### src/rtl/id_stage_pipe.sv
// MIPS decode stage: register file with writeback bypass, immediate extension and ID/EX register.
// Define ID_HAZARD_EN to enable load-use hazard detection (otherwise hazard_stall is tied 0).
module id_stage_pipe #(
    parameter int DATA_W = 32,
    parameter int NREG   = 32,
    parameter int PC_W   = 32
) (
    input  logic              clk,
    input  logic              rst,
    input  logic              if_valid,
    input  logic [31:0]       instruction,
    input  logic [PC_W-1:0]   pc_in,
    input  logic              stall_in,
    input  logic              flush,
    input  logic              wb_we,
    input  logic [4:0]        wb_addr,
    input  logic [DATA_W-1:0] wb_data,
    input  logic              ex_mem_read,
    input  logic [4:0]        ex_rt_addr,
    output logic              hazard_stall,
    output logic              id_valid,
    output logic [DATA_W-1:0] rs_data,
    output logic [DATA_W-1:0] rt_data,
    output logic [4:0]        rs_addr,
    output logic [4:0]        rt_addr,
    output logic [4:0]        rd_addr,
    output logic [DATA_W-1:0] ext_imm,
    output logic [4:0]        shamt,
    output logic [5:0]        opcode,
    output logic [5:0]        funct,
    output logic [PC_W-1:0]   pc_out
);

    localparam int AW = (NREG > 1) ? $clog2(NREG) : 1;

    logic [DATA_W-1:0] r_regs [NREG];

    logic              r_id_valid;
    logic [DATA_W-1:0] r_rs_data;
    logic [DATA_W-1:0] r_rt_data;
    logic [4:0]        r_rs_addr;
    logic [4:0]        r_rt_addr;
    logic [4:0]        r_rd_addr;
    logic [DATA_W-1:0] r_ext_imm;
    logic [4:0]        r_shamt;
    logic [5:0]        r_opcode;
    logic [5:0]        r_funct;
    logic [PC_W-1:0]   r_pc;

    logic [4:0]        w_rs;
    logic [4:0]        w_rt;
    logic [5:0]        w_op;
    logic [15:0]       w_imm;
    logic              w_wr_en;
    logic              w_hazard;
    logic [DATA_W-1:0] w_rs_val;
    logic [DATA_W-1:0] w_rt_val;
    logic [DATA_W-1:0] w_ext;

    // Register 0 and addresses beyond NREG are not storage locations.
    function automatic logic addr_ok(input logic [4:0] a);
        return (a != 5'd0) && (32'(a) < 32'(NREG));
    endfunction

    assign w_rs    = instruction[25:21];
    assign w_rt    = instruction[20:16];
    assign w_op    = instruction[31:26];
    assign w_imm   = instruction[15:0];
    assign w_wr_en = wb_we && addr_ok(wb_addr);

`ifdef ID_HAZARD_EN
    assign w_hazard = !rst && if_valid && ex_mem_read && (ex_rt_addr != 5'd0) &&
                      ((ex_rt_addr == w_rs) || (ex_rt_addr == w_rt));
`else
    logic w_unused_hz;
    assign w_unused_hz = ex_mem_read ^ (^ex_rt_addr);
    assign w_hazard    = 1'b0;
`endif

    assign hazard_stall = w_hazard;

    always_comb begin
        w_rs_val = '0;
        w_rt_val = '0;
        if (addr_ok(w_rs))
            w_rs_val = (w_wr_en && (wb_addr == w_rs)) ? wb_data : r_regs[w_rs[AW-1:0]];
        if (addr_ok(w_rt))
            w_rt_val = (w_wr_en && (wb_addr == w_rt)) ? wb_data : r_regs[w_rt[AW-1:0]];
    end

    always_comb begin
        if ((w_op == 6'h0C) || (w_op == 6'h0D) || (w_op == 6'h0E))
            w_ext = DATA_W'(w_imm);
        else
            w_ext = DATA_W'($signed(w_imm));
    end

    always_ff @(posedge clk) begin
        if (rst) begin
            for (int unsigned i = 0; i < NREG; i++)
                r_regs[i] <= '0;
        end else if (w_wr_en) begin
            r_regs[wb_addr[AW-1:0]] <= wb_data;
        end
    end

    always_ff @(posedge clk) begin
        if (rst) begin
            r_id_valid <= 1'b0;
            r_rs_data  <= '0;
            r_rt_data  <= '0;
            r_rs_addr  <= '0;
            r_rt_addr  <= '0;
            r_rd_addr  <= '0;
            r_ext_imm  <= '0;
            r_shamt    <= '0;
            r_opcode   <= '0;
            r_funct    <= '0;
            r_pc       <= '0;
        end else if (stall_in || w_hazard) begin
            // Held operands still track writebacks so they never go stale.
            if (!stall_in)
                r_id_valid <= 1'b0;
            if (w_wr_en && (wb_addr == r_rs_addr))
                r_rs_data <= wb_data;
            if (w_wr_en && (wb_addr == r_rt_addr))
                r_rt_data <= wb_data;
        end else begin
            r_id_valid <= if_valid && !flush;
            r_rs_data  <= w_rs_val;
            r_rt_data  <= w_rt_val;
            r_rs_addr  <= w_rs;
            r_rt_addr  <= w_rt;
            r_rd_addr  <= instruction[15:11];
            r_ext_imm  <= w_ext;
            r_shamt    <= instruction[10:6];
            r_opcode   <= w_op;
            r_funct    <= instruction[5:0];
            r_pc       <= pc_in;
        end
    end

    assign id_valid = r_id_valid;
    assign rs_data  = r_rs_data;
    assign rt_data  = r_rt_data;
    assign rs_addr  = r_rs_addr;
    assign rt_addr  = r_rt_addr;
    assign rd_addr  = r_rd_addr;
    assign ext_imm  = r_ext_imm;
    assign shamt    = r_shamt;
    assign opcode   = r_opcode;
    assign funct    = r_funct;
    assign pc_out   = r_pc;

endmodule

### config.mk
export PLATFORM = sky130hd
export DESIGN_NAME = id_stage_pipe
export DESIGN_NICKNAME = d
export VERILOG_FILES = /design/src/rtl/id_stage_pipe.sv
export SDC_FILE = /design/constraint.sdc
export NUM_CORES = 2
export LEC_CHECK = 0
export CAP_MARGIN = 40
export CORE_MARGIN = 10
export CORE_UTILIZATION = 35
export DETAILED_ROUTE_END_ITERATION = 10
export PLACE_DENSITY = 0.54
export SLEW_MARGIN = 20
export SYNTH_ARGS = -nofsm -noshare
export SYNTH_HDL_FRONTEND = slang
export SYNTH_SLANG_ARGS = --single-unit
### constraint.sdc
create_clock -name clk -period 3.7 [get_ports clk]
set_clock_uncertainty 0.2 [all_clocks]
set_input_delay 0.74 -clock clk [delete_from_list [all_inputs] [get_ports clk]]
set_output_delay 0.74 -clock clk [all_outputs]
set_load 0.03 [all_outputs]
==> flow_summary.ini <==
; flow metrics
[run_status]
status = completed

[worst_hold_path]
hp-class = primary input to register
hold_path_startpoint = stall_in

[timing]
timing.final.crit_share = 0.861
max_freq_mhz = 314
final-max-slew-violation-count = 0
timing.max_slew.rel_slack = 0.441
slew_worst_pin_ns = 0.836
timing.final.ws_setup_ns = 0.513
setup_violations = 0
time_the_final_worst_path_needs_with_i_o_delays_and_setup_ns = 3.19
timing_hold_violations_final = 0
unrepaired_setup_endpoints_after_global_routing = no
timing.setup.tns_ns = 0

[power_and_ir_drop]
report.power.total_mw = 32.5
ir_worst_vdd_mv = 0.383
power.density_mw_per_mm2 = 461
power_report.internal_total_mw = 24.2
pwr-share-clk = 0.405
power_frac_comb = 0.124
p_leak_nw = 23.8
power.switching_fraction = 0.256
net-switching-power_mw = 8.34
power_frac_seq = 0.470

[finish]
finalInstanceArea_sq_mm = 0.0706
design.final.nets = 4317
nFillCells = 14993
area_growth_pct = 19.7
drive_above_1_share = 0.243
layoutNonFillerInstCount = 6525
register_area_sq_mm = 0.0334
multi_input_comb_area_sq_mm = 0.0243

[placement]
globalplace.congestion = 0.787
detailed_place_hpwl_um = 131000
buffer_ports.inserted = 267
placed_cell_count = 6269
post_dp_cell_area_sq_mm = 0.0663
dp_worst_setup_slack_ns = 0.254

[clock_tree]
cts.clk_slew.worst_paths_ns = 0.06
cts_tree = yes
ctsLongestPathBuffers = 3
ctsResizeCount = 0
cts_buffers = 137
cts-htree-levels = 4
cts_root_buffer = sky130_fd_sc_hd__clkbuf_16
post_cts.repair.setup_buffers = 0
hold_buf_count_cts = 0
insertion_delay_ns = 0.79
cts_num_sinks = 1154

[global_route]
number_of_antenna_violations_at_the_first_check_in_global_routing = 19
grt_remaining_overflow = 0
track_usage = 0.225
grt_pass1_wl_um = 299000
pin_count_of_the_biggest_net_entering_global_routing = 46
grt_pass1_vias = 38672

[logic_synthesis]
yosysCellCount = 3950
ys_chip_area_sq_mm = 0.0590
synth.yosys.warnings = 0
edff_count_synth = 1024
mean_post_synth_cell_area_sq_um = 14.9
top_cell = sky130_fd_sc_hd__edfxtp_1
synth_area_leader_cell = sky130_fd_sc_hd__edfxtp_1
netlist_instances = 3950
synth-async-reset-ratio = 0
synth_cell_type_count = 35
post_synth_most_frequent_cells = 1,024 x sky130_fd_sc_hd__edfxtp_1, 994 x sky130_fd_sc_hd__and2_1, 512 x sky130_fd_sc_hd__mux4_2, 337 x sky130_fd_sc_hd__clkbuf_1, 256 x sky130_fd_sc_hd__a22oi_1
post-synth-top-area-fraction = 0.521
synthFlopType = sky130_fd_sc_hd__edfxtp_1
ys.flops = 1154
top_cells_by_area = sky130_fd_sc_hd__edfxtp_1 52%, sky130_fd_sc_hd__mux4_2 20%, sky130_fd_sc_hd__and2_1 11%, sky130_fd_sc_hd__dfxtp_1 4.4%, sky130_fd_sc_hd__a22oi_1 3.3%
syn-cell-area_sq_mm = 0.0590
ys_seq_frac = 0.565

[setup_path]
path_class = register to output port
worstSetupEndpoint = ext_imm[18]
r2r_setup_slack_ns = 1.41
critical_path.startpoint_type = register
critical_path.cell_chain = clkdlybuf4s50_1
cp.depth = 1
critical_path.slowest_cell = sky130_fd_sc_hd__clkdlybuf4s50_1
regToRegEndpoint = rt_data[14]
critical_path.startpoint = ext_imm[30]
critical_path_arrival_ns = 2.25
critical_path_required_ns = 2.76
worstPathBufferInverterCount = 1
timing.rr.start = rt_addr[1]
end_kind = output port
critical_path.max_stage_delay_ns = 0.80
worst-path-max-fanout = 17
critical-path-top-delay-family = buffers and inverters
r2r.worst_path.cells = 5

[routing]
drt-total-wl_um = 213000
drt_pre_antenna_iters = 5
detailroute.via_count = 37701
drt_first_iter_violations = 4720
wl_per_cell_um = 32.7
detail_route.drc_violations = 0
vias_per_instance = 5.78
final_antenna_net_count = 0

[floorplanning]
core.rowCount = 150
floorplan.core_util = 0.353
floorplan.core_area_sq_mm = 0.167
io-pin-count = 275
die_area_sq_mm = 0.185
die-width_um = 431
chipHeight_um = 431

[flow_run]
warning_count = 33
max_cap_viol_count = 0
[final cells by class]
| cell class | count | share of cell area |
|---|---|---|
| Antenna cell | 4 | 0.000142 |
| Timing Repair Buffer | 533 | 0.0839 |
| Tap cell | 2204 | 0.0390 |
| Inverter | 2 | 0.000106 |
| Clock inverter | 57 | 0.00795 |
| Sequential cell | 1154 | 0.472 |
| Multi-Input combinational cell | 2376 | 0.344 |
| Clock buffer | 195 | 0.0526 |
[cells in the final DEF, fill, tap and decap left out, drive strengths merged, types with 128 or more instances in the layout]
| cell type | n |
|---|---|
| clkbuf | 195 |
| buf | 273 |
| a21o | 128 |
| and2 | 994 |
| dfxtp | 130 |
| clkdlybuf4s50 | 260 |
| mux2i | 128 |
| edfxtp | 1024 |
| a22oi | 256 |
| mux4 | 512 |
[flip-flops by register name (all words and copies together) (netlist names)]
register	flops
rt_addr	5
rd_addr	4
rt_data	32
opcode	6
rs_addr	5
ext_imm	13
r_regs	1024
pc_out	32
rs_data	32
id_valid	1
[stage by stage]
step | utilization | hold WS (ns)
2_1_floorplan | - | 0.431
3_3_place_gp | 0.395 | 0.274
3_5_place_dp | 0.396 | 0.281
4_1_cts | 0.422 | 0.170
5_1_grt | 0.422 | 0.215
6_report | 0.422 | 0.227
[metal layers]
| metal | up-vias | global-route usage | share of wire |
|---|---|---|---|
| li1 | 15682 | - | - |
| met1 | 19842 | 0.302 | 0.40 |
| met4 | 0 | 0.0747 | 0.033 |
| met3 | 368 | 0.0375 | 0.078 |
| met5 | - | 0 | 0 |
| met2 | 1809 | 0.372 | 0.48 |
[worst min path at each step]
| stage | to | slack, ns | cells past startpoint |
|---|---|---|---|
| floorplan | id_valid | 0.43 | 2 |
| global placement | id_valid | 0.27 | 2 |
| detailed placement | id_valid | 0.28 | 2 |
| CTS | rt_addr[1] | 0.17 | 3 |
| global route | rs_addr[0] | 0.21 | 3 |
| finish | rt_addr[1] | 0.23 | 3 |
[kinds of logic after synthesis]
family | Yosys count | share of synthesized area
muxes | 640 | 0.217
DFF | 1154 | 0.565
and+or+nand+nor | 1223 | 0.123
xor gates and xnor gates | 20 | 0.00297
other | 1 | 0.0000635
buffers and inverters | 452 | 0.0321
AOI/OAI and AO/OA | 460 | 0.0600
[power by group through the flow]
stage	clock, mW	sequential, mW	combinational [mW]
4_1_cts	13.4	15.3	4.06
5_1_grt	13.9	15.4	4.23
6_report	13.2	15.3	4.05
3_3_place_gp	0	15.5	4.01
3_5_place_dp	0	15.6	4.05
2_1_floorplan	0	15.6	2.16
Fig. 1: the metal 1 layer
Scale bar: 100 um. Supply wires on this layer in grey.
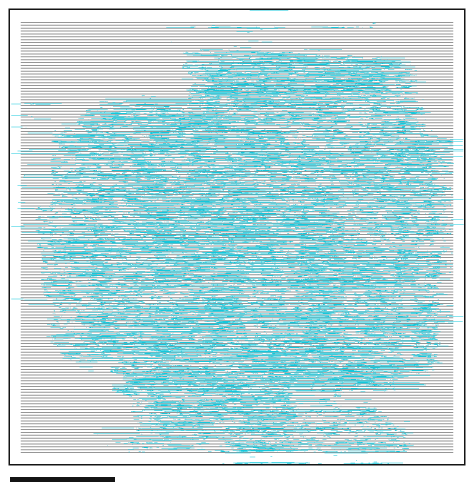
The longest straight run is 86.7 um. The layer carries 86.3 mm of wire. The wires run mostly horizontal. The layer holds 40% of the routed length.

Fig. 2: met2 routing
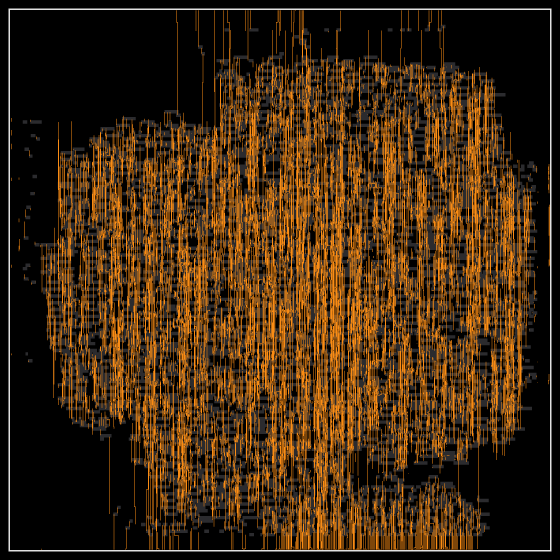
The longest straight run is 130 um. 3,512 nets have wire on it. The layer holds 48% of the routed length. The wires run mostly vertical.

Fig. 3: the metal 3 layer
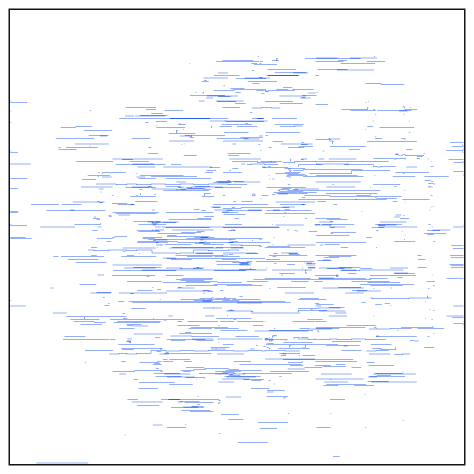
The layer carries 16,700 um of wire. 393 nets have wire on it. The wires run mostly horizontal. The longest straight run is 150 um.

Power is estimated from default activity; no workload was simulated.
